===== src/rtl/floor_request_dispatcher_if.sv =====
// Call-button / elevator-FSM bundle for floor_request_dispatcher.
// slave = dispatcher side, master = elevator FSM / button front end side.
interface floor_request_dispatcher_if;
  logic [7:0] call_btn;
  logic [3:0] current_floor;
  logic       elevator_idle;
  logic [3:0] target_floor;
  logic [7:0] pending;
  logic       door_open;
  logic       dir_up;

  modport master (
    output call_btn, current_floor, elevator_idle,
    input  target_floor, pending, door_open, dir_up
  );

  modport slave (
    input  call_btn, current_floor, elevator_idle,
    output target_floor, pending, door_open, dir_up
  );
endinterface


===== src/rtl/floor_request_dispatcher.sv =====
// SCAN-order floor request dispatcher with door-hold timing.
// Optional HOME_RETURN_EN: send the car to floor 0 after HOME_TIMEOUT idle cycles.

module floor_req_cell (
  input  logic clk,
  input  logic rst,
  input  logic rise,
  input  logic set_blk,
  input  logic clr,
  output logic pend
);
  logic pend_q, pend_d;

  always_comb begin
    pend_d = pend_q;
    if (rise && !set_blk) pend_d = 1'b1;
    if (clr)              pend_d = 1'b0;  // a serve beats a same-cycle press
  end

  always_ff @(posedge clk) begin
    if (rst) pend_q <= 1'b0;
    else     pend_q <= pend_d;
  end

  assign pend = pend_q;
endmodule

module floor_request_dispatcher #(
  parameter int unsigned DOOR_CYCLES  = 10000000,
  parameter int unsigned HOME_TIMEOUT = 50000000
) (
  input  logic                      clk,
  input  logic                      rst,
  floor_request_dispatcher_if.slave bus
);
  localparam int NUM_FLOORS = 8;
  localparam int CW         = (DOOR_CYCLES > 1) ? $clog2(DOOR_CYCLES) : 1;
  localparam logic [CW-1:0] DOOR_LOAD = CW'(DOOR_CYCLES - 1);

  typedef enum logic [1:0] {IDLE, SELECT, TRAVEL, DOOR_HOLD} state_e;

  state_e                  state_q, state_d;
  logic [3:0]              tgt_q, tgt_d;
  logic                    dir_q, dir_d;
  logic                    door_q, door_d;
  logic [CW-1:0]           cnt_q, cnt_d;
  logic [NUM_FLOORS-1:0]   btn_q, btn_d;
  logic [NUM_FLOORS-1:0]   rise, pend, set_blk, clr;
  logic                    arrive;
  logic                    lo_ge_v, lo_gt_v, hi_lt_v, hi_le_v;
  logic [3:0]              lo_ge, lo_gt, hi_lt, hi_le;

`ifdef HOME_RETURN_EN
  localparam logic [31:0] HOME_LAST = 32'(HOME_TIMEOUT - 1);
  logic [31:0] idle_cnt_q, idle_cnt_d;
`else
  // HOME_TIMEOUT only matters for the home-return build
  if (HOME_TIMEOUT == 0) begin : g_home_unused
  end
`endif

  assign btn_d  = bus.call_btn;
  assign rise   = bus.call_btn & ~btn_q;
  assign arrive = (state_q == TRAVEL) && bus.elevator_idle &&
                  (bus.current_floor == tgt_q);

  always_comb begin
    for (int i = 0; i < NUM_FLOORS; i++) begin
      set_blk[i] = (state_q == DOOR_HOLD) && (tgt_q == 4'(i + 1));
      clr[i]     = arrive && (tgt_q == 4'(i + 1));
    end
  end

  for (genvar g = 0; g < NUM_FLOORS; g++) begin : g_cell
    floor_req_cell u_cell (
      .clk     (clk),
      .rst     (rst),
      .rise    (rise[g]),
      .set_blk (set_blk[g]),
      .clr     (clr[g]),
      .pend    (pend[g])
    );
  end

  // Nearest pending floor on each side of the car; bit i is floor i+1.
  always_comb begin
    lo_ge_v = 1'b0; lo_ge = '0;
    lo_gt_v = 1'b0; lo_gt = '0;
    hi_lt_v = 1'b0; hi_lt = '0;
    hi_le_v = 1'b0; hi_le = '0;
    for (int i = NUM_FLOORS - 1; i >= 0; i--) begin
      if (pend[i] && (4'(i + 1) >= bus.current_floor)) begin lo_ge_v = 1'b1; lo_ge = 4'(i + 1); end
      if (pend[i] && (4'(i + 1) >  bus.current_floor)) begin lo_gt_v = 1'b1; lo_gt = 4'(i + 1); end
    end
    for (int i = 0; i < NUM_FLOORS; i++) begin
      if (pend[i] && (4'(i + 1) <  bus.current_floor)) begin hi_lt_v = 1'b1; hi_lt = 4'(i + 1); end
      if (pend[i] && (4'(i + 1) <= bus.current_floor)) begin hi_le_v = 1'b1; hi_le = 4'(i + 1); end
    end
  end

  always_comb begin
    state_d = state_q;
    tgt_d   = tgt_q;
    dir_d   = dir_q;
    cnt_d   = cnt_q;
`ifdef HOME_RETURN_EN
    idle_cnt_d = '0;
`endif
    case (state_q)
      IDLE: begin
        if (pend != '0) state_d = SELECT;
`ifdef HOME_RETURN_EN
        else if ((rise == '0) && (tgt_q != '0)) begin
          if (idle_cnt_q == HOME_LAST) begin
            tgt_d = '0;
            dir_d = 1'b0;
          end else begin
            idle_cnt_d = idle_cnt_q + 32'd1;
          end
        end
`endif
      end
      SELECT: begin
        state_d = TRAVEL;
        if (dir_q) begin
          if (lo_ge_v)      tgt_d = lo_ge;
          else if (hi_lt_v) begin tgt_d = hi_lt; dir_d = 1'b0; end
          else              state_d = IDLE;
        end else begin
          if (hi_le_v)      tgt_d = hi_le;
          else if (lo_gt_v) begin tgt_d = lo_gt; dir_d = 1'b1; end
          else              state_d = IDLE;
        end
      end
      TRAVEL: begin
        if (arrive) begin
          cnt_d   = DOOR_LOAD;
          state_d = DOOR_HOLD;
        end
      end
      DOOR_HOLD: begin
        if (cnt_q == '0) state_d = (pend != '0) ? SELECT : IDLE;
        else             cnt_d   = cnt_q - CW'(1);
      end
      default: state_d = IDLE;
    endcase
    door_d = (state_d == DOOR_HOLD);
  end

  always_ff @(posedge clk) begin
    if (rst) begin
      state_q <= IDLE;
      tgt_q   <= '0;
      dir_q   <= 1'b1;
      door_q  <= 1'b0;
      cnt_q   <= '0;
      btn_q   <= '1;  // a button held through reset must not latch
`ifdef HOME_RETURN_EN
      idle_cnt_q <= '0;
`endif
    end else begin
      state_q <= state_d;
      tgt_q   <= tgt_d;
      dir_q   <= dir_d;
      door_q  <= door_d;
      cnt_q   <= cnt_d;
      btn_q   <= btn_d;
`ifdef HOME_RETURN_EN
      idle_cnt_q <= idle_cnt_d;
`endif
    end
  end

  assign bus.target_floor = tgt_q;
  assign bus.pending      = pend;
  assign bus.door_open    = door_q;
  assign bus.dir_up       = dir_q;
endmodule


===== src/flat_wrapper.sv =====
// flat-port wrapper written by rule: the top's interface ports become plain ports
module floor_request_dispatcher_flat 
#(
  parameter int unsigned DOOR_CYCLES  = 10000000,
  parameter int unsigned HOME_TIMEOUT = 50000000
)
  (clk, rst, bus_call_btn, bus_current_floor, bus_elevator_idle, bus_target_floor, bus_pending, bus_door_open, bus_dir_up);
  floor_request_dispatcher_if bus_i ();
  input  logic clk;
  input  logic rst;
  input wire logic [$bits(bus_i.call_btn)-1:0] bus_call_btn;
  input wire logic [$bits(bus_i.current_floor)-1:0] bus_current_floor;
  input wire logic [$bits(bus_i.elevator_idle)-1:0] bus_elevator_idle;
  output wire logic [$bits(bus_i.target_floor)-1:0] bus_target_floor;
  output wire logic [$bits(bus_i.pending)-1:0] bus_pending;
  output wire logic [$bits(bus_i.door_open)-1:0] bus_door_open;
  output wire logic [$bits(bus_i.dir_up)-1:0] bus_dir_up;
  assign bus_i.call_btn = bus_call_btn;
  assign bus_i.current_floor = bus_current_floor;
  assign bus_i.elevator_idle = bus_elevator_idle;
  assign bus_target_floor = bus_i.target_floor;
  assign bus_pending = bus_i.pending;
  assign bus_door_open = bus_i.door_open;
  assign bus_dir_up = bus_i.dir_up;
  floor_request_dispatcher #(.DOOR_CYCLES(DOOR_CYCLES), .HOME_TIMEOUT(HOME_TIMEOUT)) u_core (.clk(clk), .rst(rst), .bus(bus_i));
endmodule

===== config.mk =====
export PLATFORM = sky130hd
export DESIGN_NAME = floor_request_dispatcher_flat
export DESIGN_NICKNAME = d
export VERILOG_FILES = /design/src/rtl/floor_request_dispatcher_if.sv /design/src/rtl/floor_request_dispatcher.sv /design/src/flat_wrapper.sv
export SDC_FILE = /design/constraint.sdc
export NUM_CORES = 1
export LEC_CHECK = 0
export CAP_MARGIN = 20
export CORE_ASPECT_RATIO = 1.75
export CORE_MARGIN = 8
export CORE_UTILIZATION = 50
export CTS_BUF_LIST = sky130_fd_sc_hd__clkbuf_8
export DETAILED_ROUTE_END_ITERATION = 8
export PLACE_DENSITY = 0.71
export SYNTH_ARGS = -nofsm -noshare
export SYNTH_HDL_FRONTEND = slang
export SYNTH_SLANG_ARGS = --single-unit

===== constraint.sdc =====
create_clock -name clk -period 8.6 [get_ports clk]
set_clock_uncertainty 0.2 [all_clocks]
set_input_delay 2.58 -clock clk [delete_from_list [all_inputs] [get_ports clk]]
set_output_delay 2.58 -clock clk [all_outputs]
set_load 0.005 [all_outputs]

==> reports/metrics.csv <==
metric;value;unit
drt_first_pass_iters;5;
die_area;8788;sq um
aoi_share;27.49;%
tool_warnings;26;
fa_ha_area_share;0.4196;%
cp.required;8.61;ns
topCellsByArea;dfxtp_1, a21oi_1, nor2_1;
largest_reg_flops;24;
clkSinkCount;48;
maxPowerGroup;sequential cells;
holdCritPathClass;flip-flop to flip-flop;
antenna_found_initial;0;
cp_max_fo;22;
h-tree-depth;2;
cts_hold_buf;0;
grtUsageMet1;19.78;%
synthArstFlopShare;0;%
synth_seq_share;32.23;%
synth_cells;394;
sh_comb_area;53.23;%
worst-setup-path-type;input pin to flip-flop;
mostFrequentLayoutCells;dfxtp_1, nor2_1, a21oi_1, clkdlybuf4s50_1, nand2_1;
synth_flops;48;
gp_congestion;0.9417;
nWellTaps;78;
final_util;57.46;%
dominant_cells;combinational gates;
hpwl;5.821;mm
yosys_warnings;0;
yosysTopAreaCell;dfxtp_1;
avgSynthCellArea;7.568;sq um
status;finished clean;
clkTransAtPathRegs;0.09;ns
slew_viol_final;0;
globalRoute.busiestLayer;met2;
top_register;u_core.cnt_q;
nNetsFinal;414;
wl_met1;3.058;mm
mux_area_share;0.3357;%
fmax;191.6;MHz
comb_cells;293;
synth_cell_types;57;
clkCellAreaFrac;4.106;%
vias_per_cell;6.010;
yosys-top-cells-count;dfxtp_1, nor2_1, a21oi_1;
ctsResizeCount;0;
signal_buffers;31;
p_sw;0.1678;mW
post_drt_wl_per_cell;16.69;um
crit_arrival;5.23;ns
ioPinCount;29;
maxCapViolations;0;
cts_root_buf;clkbuf_8;
worst_slew_pin_slew;0.7757;ns
setup_ws;3.381;ns
antenna-diode-count;0;
route.detailed.drc;0;
top_layer;met4;
seq_cells;48;
rows;37;
clkPwrFrac;34.4;%
p_int;0.4054;mW
cp-start-kind;input pin;
rsz0062_at_grt;no;
mostFrequentLayoutCell;dfxtp_1;
pwr-share-seq;43.9;%
clk-power;0.197;mW
reg2regPathDepth;6;
post-cts-setup-buffers;0;
clockBufferCount;5;
drtIter0Drc;178;
drive_gt1_share;7.018;%
dp.cells;468;
fp-utilization;51.12;%
port_buffers;28;
finalSetupViolations;0;
ys_cells;394;
die_w;74.38;um
coreArea;5833;sq um
edf_count;0;
pg_seq;0.252;mW
period_minus_slack;5.219;ns
==> path summary, 6_finish.rpt <==
kind                            slack, ns                          to                 start
worst max-delay path                 3.38  u_core.bus.target_floor[1]  bus_current_floor[1]
worst min-delay path                 0.27             u_core.cnt_q[0]       u_core.cnt_q[0]
worst min register to register       0.27             u_core.cnt_q[0]       u_core.cnt_q[0]
worst max register to register       5.91            u_core.cnt_q[23]       u_core.cnt_q[3]
==> critical path: stages <==
cell and delay, ns:
clkdlybuf4s50_1 0.95, a21boi_0 0.29, o31a_1 0.36, or3b_1 0.43
o31ai_1 0.26, a21oi_1 0.06, o41ai_1 0.29
==> metrics by stage <==
stage               total power [mW]  cell area, sq um
floorplan                     0.3414              2982
global placement              0.3788              3209
detailed placement            0.3796              3209
CTS                           0.5765              3347
global route                  0.6013              3352
finish                        0.5731              3352
### A small window of the routed layout

Region (0, 69) to (40, 109) um. Cells in gray, sequential cells in the stronger gray; small squares are vias.
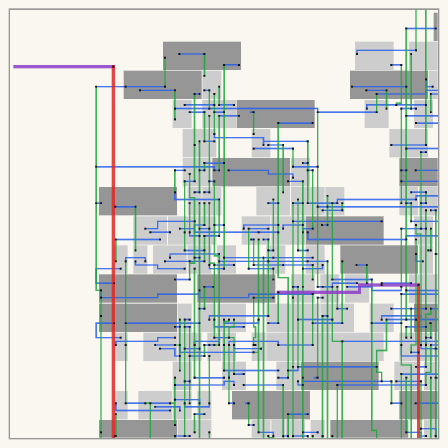
[red] M4
[blue] M1
[purple] M3
[green] M2
most frequent: dfxtp_1 (15), a21oi_1 (10), nor2_1 (9)
netlist names of flops here include: u_core.cnt_q (12), u_core.btn_q (2)
cells with their middle in the window: 81
sequential cells in the window: 15

### Nets reached from selected ports

The bar under the picture is 20 um long.
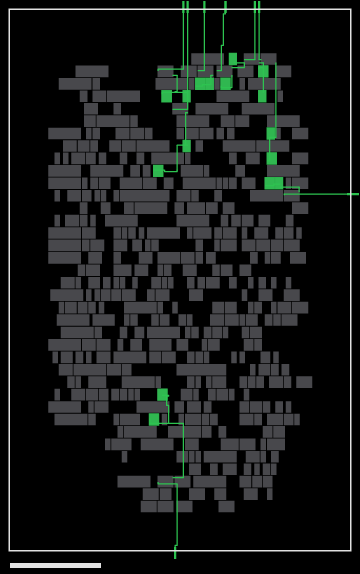
[green] bus_call_btn | bits: 8 | direction: input | edge: 6 top, 1 right, 1 bottom | end cells: 16 | buffers: 8 | wire: 251 um

### Where the registers sit

The bar under the picture is 20 um long.
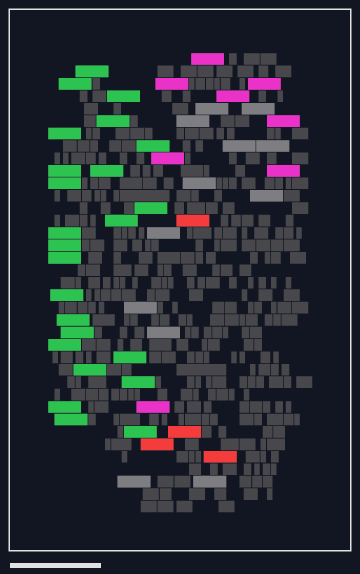
[magenta] u_core.btn_q | flops: 8
[red] u_core.bus.target_floor | flops: 4 | where: bottom middle
[green] u_core.cnt_q | flops: 24
not colored: 12

No activity file was given, so power comes from the tool's default toggle rates.
